==> run_1/layer_met1.png <==
The bar under the picture is 50 um long. Supply wires on this layer in grey.
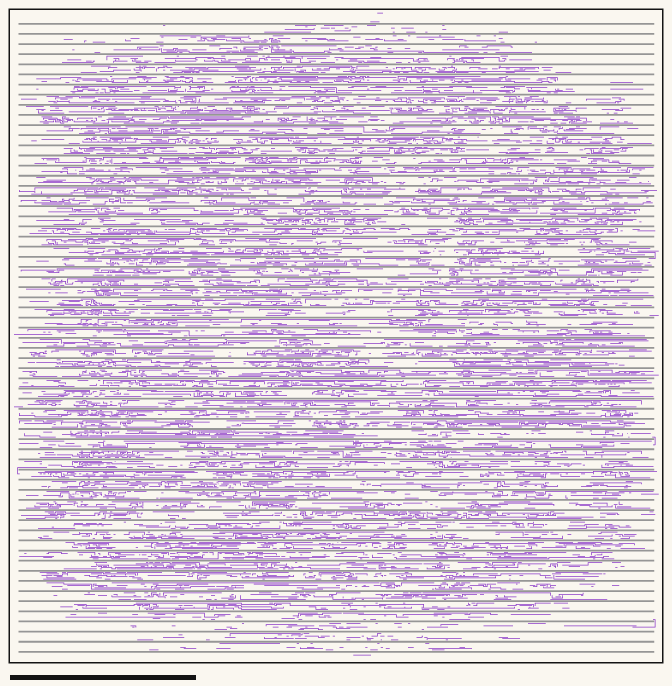
==> run_1/layer_met2.png <==
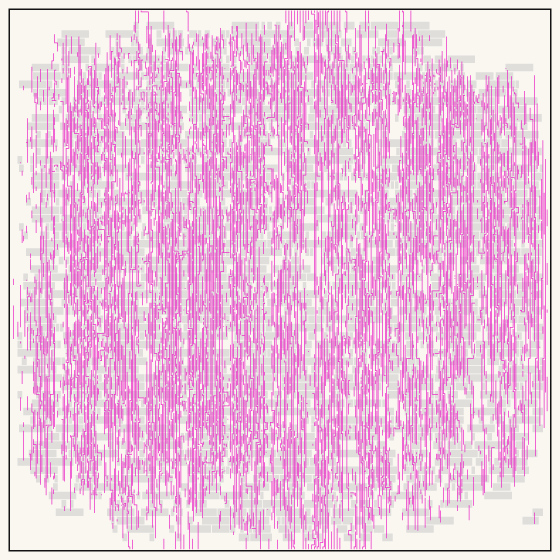
==> run_1/layer_met3.png <==
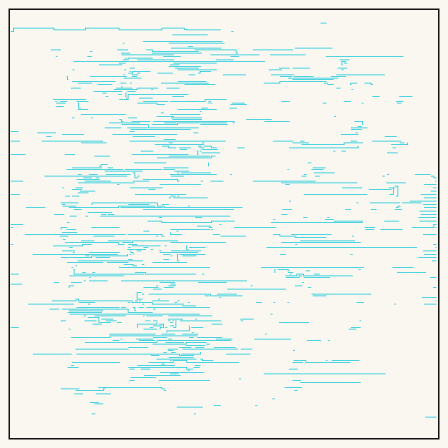
`src/rtl/saturn_pkg.sv`:
```
// Shared constants, jump FSM state and offset helpers for the Saturn PC/RSTK unit.
package saturn_pkg;

  localparam int unsigned PH_W  = 4;
  localparam int unsigned PH_0  = 0;
  localparam int unsigned PH_1  = 1;
  localparam int unsigned PH_2  = 2;
  localparam int unsigned PH_3  = 3;

  localparam int unsigned NIB_W = 4;
  localparam int unsigned JL_W  = 3;
  localparam int unsigned K_W   = 3;
  localparam int unsigned OFF_W = 20;

  localparam logic [JL_W-1:0] JL_REL2 = 3'd1;
  localparam logic [JL_W-1:0] JL_REL3 = 3'd2;
  localparam logic [JL_W-1:0] JL_REL4 = 3'd3;
  localparam logic [JL_W-1:0] JL_ABS5 = 3'd4;

  typedef enum logic {
    JS_IDLE   = 1'b0,
    JS_DECODE = 1'b1
  } jump_state_e;

  // Sign-extend an assembled offset of (len+1) nibbles to the full offset width.
  function automatic logic [OFF_W-1:0] sext_offset(input logic [OFF_W-1:0] off,
                                                   input logic [JL_W-1:0]  len);
    case (len)
      JL_REL2: sext_offset = {{12{off[7]}},  off[7:0]};
      JL_REL3: sext_offset = {{8{off[11]}},  off[11:0]};
      JL_REL4: sext_offset = {{4{off[15]}},  off[15:0]};
      default: sext_offset = off;
    endcase
  endfunction

  function automatic logic jl_legal(input logic [JL_W-1:0] len);
    return (len >= JL_REL2) && (len <= JL_ABS5);
  endfunction

endpackage

```
`src/rtl/saturn_rstk_stack.sv`:
```
// Circular-buffer return stack: push discards oldest when full, pop of empty reads 0.
module saturn_rstk_stack
  import saturn_pkg::*;
#(
  parameter int unsigned ADDR_W     = 20,
  parameter int unsigned RSTK_DEPTH = 8,
  parameter int unsigned CNT_W      = $clog2(RSTK_DEPTH) + 1
) (
  input  logic                          i_clk,
  input  logic                          i_reset_n,
  input  logic                          i_push,
  input  logic                          i_pop,
  input  logic [ADDR_W-1:0]             i_push_val,
  input  logic [$clog2(RSTK_DEPTH)-1:0] i_dbg_idx,
  output logic [ADDR_W-1:0]             o_top_val,
  output logic [CNT_W-1:0]              o_count,
  output logic                          o_overflow,
  output logic [ADDR_W-1:0]             o_dbg_val
);

  localparam int unsigned PTR_W = $clog2(RSTK_DEPTH);

  logic [ADDR_W-1:0] mem_q [RSTK_DEPTH];
  logic [ADDR_W-1:0] mem_d [RSTK_DEPTH];
  logic [PTR_W-1:0]  top_q, top_d;
  logic [CNT_W-1:0]  cnt_q, cnt_d;
  logic              ovf_q, ovf_d;
  logic              empty_c, full_c;
  logic [PTR_W-1:0]  dbg_ptr_c;

  assign empty_c   = (cnt_q == '0);
  assign full_c    = (cnt_q == CNT_W'(RSTK_DEPTH));
  assign dbg_ptr_c = top_q - i_dbg_idx;

  assign o_top_val  = empty_c ? '0 : mem_q[top_q];
  assign o_dbg_val  = (CNT_W'(i_dbg_idx) < cnt_q) ? mem_q[dbg_ptr_c] : '0;
  assign o_count    = cnt_q;
  assign o_overflow = ovf_q;

  // Pop+push on a non-empty stack replaces the top in place.
  always_comb begin
    mem_d = mem_q;
    top_d = top_q;
    cnt_d = cnt_q;
    ovf_d = 1'b0;
    if (i_push && i_pop && !empty_c) begin
      mem_d[top_q] = i_push_val;
    end else if (i_push) begin
      top_d        = top_q + PTR_W'(1);
      mem_d[top_d] = i_push_val;
      if (full_c) ovf_d = 1'b1;
      else        cnt_d = cnt_q + CNT_W'(1);
    end else if (i_pop && !empty_c) begin
      top_d = top_q - PTR_W'(1);
      cnt_d = cnt_q - CNT_W'(1);
    end
  end

  always_ff @(posedge i_clk or negedge i_reset_n) begin
    if (!i_reset_n) begin
      for (int i = 0; i < int'(RSTK_DEPTH); i++) mem_q[i] <= '0;
      top_q <= '0;
      cnt_q <= '0;
      ovf_q <= 1'b0;
    end else begin
      mem_q <= mem_d;
      top_q <= top_d;
      cnt_q <= cnt_d;
      ovf_q <= ovf_d;
    end
  end

endmodule

```
`src/rtl/saturn_pc_rstk_gen2.sv`:
```
// Saturn PC, GOTO/GOSUB target assembly, RTN and RSTK access arbitration.
module saturn_pc_rstk_gen2
  import saturn_pkg::*;
#(
  parameter int unsigned ADDR_W     = 20,
  parameter int unsigned RSTK_DEPTH = 8,
  parameter int unsigned CNT_W      = $clog2(RSTK_DEPTH) + 1
) (
  input  logic                          i_clk,
  input  logic                          i_reset_n,
  input  logic                          i_clk_en,
  input  logic [PH_W-1:0]               i_phases,
  input  logic                          i_stall,
  input  logic [NIB_W-1:0]              i_nibble,
  input  logic                          i_jump_instr,
  input  logic [JL_W-1:0]               i_jump_length,
  input  logic                          i_jump_relative,
  input  logic                          i_push_pc,
  input  logic                          i_rtn_instr,
  input  logic                          i_rstk_push,
  input  logic [ADDR_W-1:0]             i_rstk_push_val,
  input  logic                          i_rstk_pop,
  output logic [ADDR_W-1:0]             o_rstk_pop_val,
  output logic [ADDR_W-1:0]             o_current_pc,
  output logic                          o_jump_busy,
  output logic [CNT_W-1:0]              o_rstk_count,
  output logic                          o_rstk_overflow,
  input  logic [$clog2(RSTK_DEPTH)-1:0] i_dbg_rstk_idx,
  output logic [ADDR_W-1:0]             o_dbg_rstk_val
);

  jump_state_e       state_q, state_d;
  logic [K_W-1:0]    k_q, k_d;
  logic [ADDR_W-1:0] pc_q, pc_d;
  logic [ADDR_W-1:0] base_q, base_d;
  logic [OFF_W-1:0]  off_q, off_d;
  logic              just_reset_q, just_reset_d;
  logic              busy_q;

  logic              qual_c, ph1_c, ph2_c, ph3_c;
  logic              jump_done_c, rtn_take_c, gosub_c;
  logic              push_c, pop_c;
  logic [ADDR_W-1:0] push_val_c, top_val_c, jmp_target_c;
  logic [OFF_W-1:0]  off_full_c;
  logic              ph0_unused;

  assign ph0_unused = i_phases[PH_0];
  assign qual_c     = i_clk_en && !i_stall;
  assign ph1_c      = i_phases[PH_1];
  assign ph2_c      = i_phases[PH_2];
  assign ph3_c      = i_phases[PH_3];

  // Offset including the nibble arriving this cycle, so completion needs no extra clock.
  assign off_full_c   = off_q | (OFF_W'(i_nibble) << {k_q, 2'b00});
  assign jmp_target_c = i_jump_relative
                      ? base_q + ADDR_W'($signed(sext_offset(off_full_c, i_jump_length)))
                      : ADDR_W'(off_full_c);

  always_comb begin
    state_d      = state_q;
    k_d          = k_q;
    pc_d         = pc_q;
    base_d       = base_q;
    off_d        = off_q;
    just_reset_d = just_reset_q;
    jump_done_c  = 1'b0;
    rtn_take_c   = 1'b0;
    gosub_c      = 1'b0;
    push_c       = 1'b0;
    pop_c        = 1'b0;
    push_val_c   = i_rstk_push_val;

    if (qual_c) begin
      if (ph3_c) just_reset_d = 1'b0;
      if (ph1_c && !just_reset_q) pc_d = pc_q + ADDR_W'(1);

      case (state_q)
        JS_IDLE: begin
          if (ph3_c && i_jump_instr && !just_reset_q) begin
            state_d = JS_DECODE;
            base_d  = pc_q;
            k_d     = '0;
            off_d   = '0;
          end
        end
        JS_DECODE: begin
          if (!i_jump_instr) begin
            state_d = JS_IDLE;
          end else if (ph2_c) begin
            if (!jl_legal(i_jump_length)) begin
              state_d = JS_IDLE;
            end else if (k_q == i_jump_length) begin
              jump_done_c = 1'b1;
              pc_d        = jmp_target_c;
              state_d     = JS_IDLE;
            end else begin
              off_d = off_full_c;
              k_d   = k_q + K_W'(1);
            end
          end
        end
        default: state_d = JS_IDLE;
      endcase

      // A completing jump overrides RTN; a GOSUB push overrides RSTK=C / C=RSTK.
      rtn_take_c = ph3_c && i_rtn_instr && !jump_done_c;
      if (rtn_take_c) pc_d = top_val_c;
      gosub_c = jump_done_c && i_push_pc;
      if (gosub_c) begin
        push_c     = 1'b1;
        push_val_c = pc_q;
      end else begin
        push_c = i_rstk_push;
      end
      pop_c = rtn_take_c || (i_rstk_pop && !gosub_c);
    end
  end

  always_ff @(posedge i_clk or negedge i_reset_n) begin
    if (!i_reset_n) begin
      state_q      <= JS_IDLE;
      k_q          <= '0;
      pc_q         <= '0;
      base_q       <= '0;
      off_q        <= '0;
      just_reset_q <= 1'b1;
      busy_q       <= 1'b0;
    end else begin
      state_q      <= state_d;
      k_q          <= k_d;
      pc_q         <= pc_d;
      base_q       <= base_d;
      off_q        <= off_d;
      just_reset_q <= just_reset_d;
      busy_q       <= (state_d == JS_DECODE);
    end
  end

  saturn_rstk_stack #(
    .ADDR_W     (ADDR_W),
    .RSTK_DEPTH (RSTK_DEPTH),
    .CNT_W      (CNT_W)
  ) u_stack (
    .i_clk      (i_clk),
    .i_reset_n  (i_reset_n),
    .i_push     (push_c),
    .i_pop      (pop_c),
    .i_push_val (push_val_c),
    .i_dbg_idx  (i_dbg_rstk_idx),
    .o_top_val  (top_val_c),
    .o_count    (o_rstk_count),
    .o_overflow (o_rstk_overflow),
    .o_dbg_val  (o_dbg_rstk_val)
  );

  assign o_rstk_pop_val = top_val_c;
  assign o_current_pc   = pc_q;
  assign o_jump_busy    = busy_q;

endmodule

```
`config.mk`:
```
export PLATFORM = sky130hd
export DESIGN_NAME = saturn_pc_rstk_gen2
export DESIGN_NICKNAME = d
export VERILOG_FILES = /design/src/rtl/saturn_pkg.sv /design/src/rtl/saturn_rstk_stack.sv /design/src/rtl/saturn_pc_rstk_gen2.sv
export SDC_FILE = /design/constraint.sdc
export NUM_CORES = 1
export LEC_CHECK = 0
export ABC_AREA = 1
export CORE_MARGIN = 2
export CORE_UTILIZATION = 50
export DETAILED_ROUTE_END_ITERATION = 10
export PLACE_DENSITY = 0.73
export SYNTH_ARGS = -nofsm -noshare
export SYNTH_HDL_FRONTEND = slang
export SYNTH_SLANG_ARGS = --single-unit
```
`constraint.sdc`:
```
create_clock -name i_clk -period 2.75 [get_ports i_clk]
set_input_delay 0.4125 -clock i_clk [delete_from_list [all_inputs] [get_ports i_clk]]
set_output_delay 0.4125 -clock i_clk [all_outputs]
set_load 0.005 [all_outputs]
```
==> results_slide.txt, run 1 <==
Key Metrics from the Run

Clock network
  – Htree depth: 1
  – Post-CTS Setup Repair Bufs: 65
  – Reg clk slew, reported paths: 60 ps
  – CTS tree: done

Logic synthesis
  – Flops out of synthesis: 233
  – Yosys top cell by instances: nand2_1
  – EDFF count, synth: 0
  – Mapped Cells: 2,129
  – Unique masters post-synth: 51
  – AND/OR/NAND/NOR Cells, Area Fraction: 0.286
  – Synth mux share: 0
  – Post-synth top cells: nand2_1 (714), dfrtp_1 (232), inv_1 (207)
  – Complex Gates by Area: 0.184
  – Syn Area/Cell: 6.87 um2

Die
  – I/O pin cnt: roughly 110
  – Row count: 62
  – Die X: approximately 180 um
  – Fp util: 0.508

Status
  – Status: finished, violations left
  – Failing checks: negative setup slack

Setup path
  – FF-to-FF setup slack: -100 ps
  – Crit path cell chain: inv_2 -> ha_4 -> inv_2 -> fa_2 -> buf_12 -> buf_12 -> buf_6 -> o211ai_1 -> o21ai_1 -> nand2_1 -> nand2_1 -> nor2_1 -> buf_2
  – Crit path DAT: ~2800 ps
  – CP max stage delay: 550 ps
  – Critical Path Sink Type: output pin
  – WP data required: 2340 ps
  – Worst path depth: 13
  – R2r endpoint: o_current_pc[18]

Finish
  – Area Overhead vs Synth: 42.8%
  – Final Net Count: 2,539

Timing
  – Fin worst setup slack: -489 ps
  – Final setup vio count: 35
  – Max-Slew Margin vs Limit: 0.606
  – Fmax: 309 MHz
  – Layout Skew: 25.5 ps
  – Cycle use final: 1.18

Pwr
  – Power density cells: 1200 nW/um2
  – VDD IR max: about 0.7 mV

Routing
  – # DRC: 0
  – Initial DRC Count: roughly 1,800

GRT
  – Largest net degree at the start of global routing: 76
Back to the opening pictures, layer_met1.png:
nets with wire on the layer: 2,369
longest straight run: 73.1 um
share of all routed wire: 37%
wire length on this layer: 21.6 mm
main direction: horizontal
M1 GR Usage: 0.447
routed wire length: 58,700 um

Back to the opening pictures, layer_met2.png:
nets with wire on the layer: 2,117
wire length on this layer: 28.1 mm
share of all routed wire: 48%
met2 Use GR: 0.612
vias: 17,000

Back to the opening pictures, layer_met3.png:
nets with wire on the layer: 371
wire length on this layer: 5,240 um
GR Layer Usage met3: 0.0561

run 1: area by class of cell:
cell class / count / area, um2
multi-input cells: 1574 / 8870
clock inverters: 13 / 205
repair buffers: 408 / 3890
flip-flops and latches: 233 / 5840
clock buffers: 36 / 759
fillers: 2197 / 7880
inverters: 219 / 852
well taps: 384 / 480
run 1: worst min path at each step:
stage / end
2_1_floorplan: base_q[0]
4_1_cts: base_q[5]
3_3_place_gp: off_q[3]
6_report: base_q[2]
5_1_grt: base_q[5]
3_5_place_dp: off_q[0]
run 1: metal layers:
layer / up-vias / wire length [um] / global-route usage
li1: 7598 / - / -
met3: 298 / 5240 / 0.0561
met1: 8036 / 21600 / 0.447
met5: - / 0 / 0
met2: 1030 / 28100 / 0.612
met4: 0 / 3690 / 0.191
run 1: cells in the final DEF (no fill, tap or decap), drive strengths merged, types with 47 or more instances in the layout:
cell type	Yosys	final
inv	213	215
clkdlybuf4s50	0	66
buf	49	328
nor2	172	172
dfrtp	232	232
clkbuf	54	47
nand2	718	718
a21oi	121	121
o21ai	261	261
nand3	93	93
run 1: through the flow:
step                      std cells  power, mW  utilization  cell area [um2]  setup WS, ps
after CTS                      2836       23.4        0.686            19700          -482
after detailed placement       2715       17.4        0.610            17500          -893
final                          2867       25.2        0.726            20900          -489
after global routing           2867       26.5        0.726            20900          -508
after global placement         2715       17.1        0.610            17500          -749
after floorplan                2129       11.8            -            14600          49.0
run 1: flip-flops by register name (all words and copies together) (netlist names), 3 cells and up:
name,flops
u_stack.mem_q,160
base_q,20
o_current_pc,20
off_q,20
u_stack.o_count,4
k_q,3
u_stack.top_q,3
run 1: where the power goes:
part | switching, mW | leakage, nW | internal [mW]
Sequential | 1.35 | 2.97 | 4.78
Clock | 1.56 | 0.481 | 2.41
Combinational | 8.13 | 6.77 | 6.93
==> run_1/layer_met4.png <==
The bar under the picture is 50 um long. Supply wires on this layer in grey.
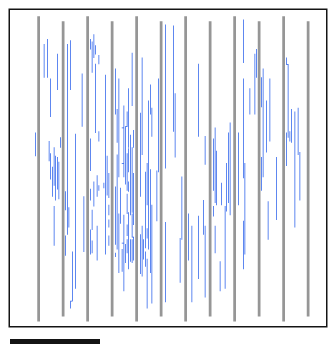

==> run 2, diff against run 1 <==
--- a/config.mk
+++ b/config.mk
@@ -9,7 +9,8 @@
 export CORE_MARGIN = 2
 export CORE_UTILIZATION = 50
 export DETAILED_ROUTE_END_ITERATION = 10
-export PLACE_DENSITY = 0.73
+export PLACE_DENSITY = 0.78
+export SLEW_MARGIN = 15
 export SYNTH_ARGS = -nofsm -noshare
 export SYNTH_HDL_FRONTEND = slang
 export SYNTH_SLANG_ARGS = --single-unit
==> run_2/layer_met4.png <==
The bar under the picture is 50 um long. Supply wires on this layer in grey.
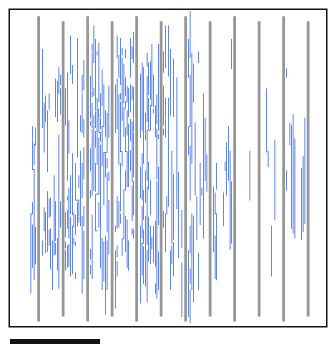
longest straight run: 85.0 um
wire length on this layer: 6,210 um
main direction: vertical
share of all routed wire: 9.5%
routed wire length: 65,600 um
vias: 18,300

==> run 2 against run 1 <==
Net effect: non-clock buffer count is 48 higher; via count is 8.0% higher; the flow still finishes with violations (negative setup slack); first-iteration DRC count is 36% higher; maximum frequency is 0.24% lower; synthesized cell count stayed put; cell count is 1.7% higher; sequential cell count stayed put; clock power is 6.0% higher; critical endpoint is now o_dbg_rstk_val[11].
==> results_slide.txt, run 2 <==
Key Metrics from the Run

Clock network
  – Clock root buffer: clkbuf_16
  – Htree depth: 1 (unchanged)
  – Reg clk slew, reported paths: 70 ps (about the same)
  – Bufs on Longest Clock Path: 3
  – CTS tree: done

GRT
  – Largest net degree at the start of global routing: 69 (-9.2%)
  – Total track usage: 0.361
  – First-pass GRT wire length: 87,200 um

Finish
  – Final core occ: 0.753 (+0.0270)
  – Commonest Layout Cell: nand2_1
  – Largest reg by FF count: u_stack.mem_q
  – Max FFs per register: 160 (unchanged)
  – Most frequent cells in the layout: nand2_1 (655), dfrtp_1 (228), buf_4 (226)
  – Post-route insts no fill: 2,915 (+1.7%)
  – Area Overhead vs Synth: 48.1%
  – Fillers: 1,853 (-16%)
  – Final Cell Area: 21,700 um2 (+3.7%)
  – Final Net Count: 2,587 (+1.9%)

Timing
  – Max-Slew Margin vs Limit: 0.551 (-0.0545)
  – Cycle use final: 1.18 (+0.00283)
  – RSZ-0062 raised after global routing: true
  – Final setup vio count: 44 (+26%)
  – Fmax: 308 MHz (-0.24%)
  – Fin worst setup slack: -497 ps (-7.79 ps)
  – Layout Skew: 36.2 ps (+10.6 ps)
  – Slew @ Worst Pin: 668 ps

Logic synthesis
  – Syn Area/Cell: 6.87 um2 (unchanged)
  – Ys async rst share: 1.00
  – Cell area leaders: dfrtp_1 (40%), nand2_1 (18%), o21ai_0 (6.0%)
  – Post-synth top cells: nand2_1 (714), dfrtp_1 (232), inv_1 (207)
  – Yosys top cell by instances: nand2_1
  – Seq share, synth: 0.399
  – EDFF count, synth: 0 (unchanged)
  – Unique masters post-synth: 51 (unchanged)
  – Mapped Cells: 2,129 (unchanged)
  – Ys cells: 2,129
  – Syn. warnings: 0
  – Flops out of synthesis: 233 (unchanged)
  – Yosys stat area: 14,600 um2

Placed design
  – Post-placement cell area: 17,600 um2 (+0.36%)
  – Place WS: -699 ps (+194 ps)
  – Final GP Congestion: 0.972
  – DP Cell Count: 2,720 (+0.18%)

Setup path
  – Worst path depth: 13 (unchanged)
  – Critical path origin: u_stack.top_q[0]
  – CP top delay family: buffers and inverters
  – WP data required: 2340 ps (about the same)
  – Worst-path fanout max: 5
  – CP max stage delay: 560 ps (about the same)
  – Buf/Inv on CP: 6
  – Crit path cell chain: inv_2 -> ha_4 -> inv_2 -> fa_2 -> buf_12 -> buf_12 -> clkbuf_16 -> o211ai_1 -> o21ai_1 -> nand2_1 -> nand2_2 -> nor2_1 -> buf_2
  – Crit path DAT: 2830 ps (about the same)
  – Slowest CP cell: fa_2
  – Critical Path Sink Type: output pin

Pwr
  – Tot Pwr: 26.9 mW (+7.0%)
  – VDD IR max: 0.819 mV (+16%)
  – Leakage: 10.6 nW
  – Power density cells: 1240 nW/um2 (+3.1%)

Status
  – Failing checks: negative setup slack
  – Status: finished, violations left

Routing
  – Drt wl/cell: 22.5 um
  – # DRC: 0 (unchanged)
  – ANT nets after route: 0
  – Initial DRC Count: 2,521 (+36%)
  – Detailed-router iteration count before antenna repair: 7

Die
  – Core Box Area: roughly 29,000 um2
  – Die height: roughly 180 um
  – I/O pin cnt: 110 (unchanged)
  – Fp util: 0.508 (unchanged)
  – Die X: 175 um (unchanged)
  – Row count: 62 (unchanged)
  – Die ar.: 30,600 um2

Job
  – Max Cap Violations: 0
  – Tool warnings: 31
==> run_2/layer_met3.png <==
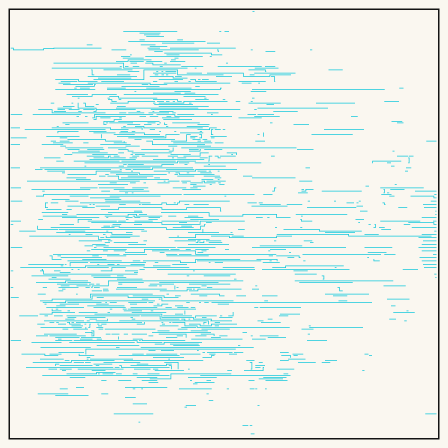
longest straight run: 65.3 um
nets with wire on the layer: 518
GR Layer Usage met3: 0.0703

-- run 2: cell counts after synthesis --
No cell type changed its count.
-- run 2: logic make-up after synthesis --
| group | count (synthesis) | synth area share |
|---|---|---|
| simple gates | 1038 | 0.286 |
| compound gates | 483 | 0.184 |
| buf+inv | 322 | 0.0891 |
| flops | 233 | 0.399 |
| fa+ha+maj | 32 | 0.0289 |
| xor+xnor | 21 | 0.0135 |
-- run 2: routing by layer --
layer	track usage	vias up	routed length (um)
met5	0.00481	-	0
met4	0.212	0	6210
met3	0.0703	591	8520
met2	0.585	1617	29300
met1	0.449	8414	21600
li1	-	7702	-
-- run 2: final cells by class --
cell class	instances	area, um2	share of cell area
Clock inverter	18	295	0.0136
Inverter	219	871	0.0402
Tap cell	384	480	0.0222
Multi-Input combinational cell	1574	8990	0.415
Clock buffer	31	731	0.0337
Timing Repair Buffer	456	4470	0.206
Sequential cell	233	5840	0.269
-- run 2: path summary, 6_finish.rpt --
kind                                      end  slack [ps]
setup / recovery           o_dbg_rstk_val[11]        -500
hold / removal                       off_q[4]         390
setup reg to reg              o_current_pc[0]        -250
hold reg to reg                  just_reset_q         480
max in group asynchronous  u_stack.mem_q[133]        1550
min in group i_clk               just_reset_q         480
-- run 2: power breakdown --
group,internal (mW),leakage (nW),switching (mW)
clock,2.57,0.504,1.64
sequential,4.78,2.97,1.45
combinational,7.51,7.09,8.96
-- run 2: repair_timing --
| action | CTS | global route |
|---|---|---|
| hold endpoints to repair | 62 | 0 |
| resized | 280 | 408 |
| hold buffers | 1 | 0 |
| pin swaps | 73 | 174 |
| cloned | 4 | 8 |
| buffers inserted | 65 | 85 |
| setup endpoints to repair | 53 | 225 |
Power figures rest on the tool's default switching activity, not on a simulated workload.
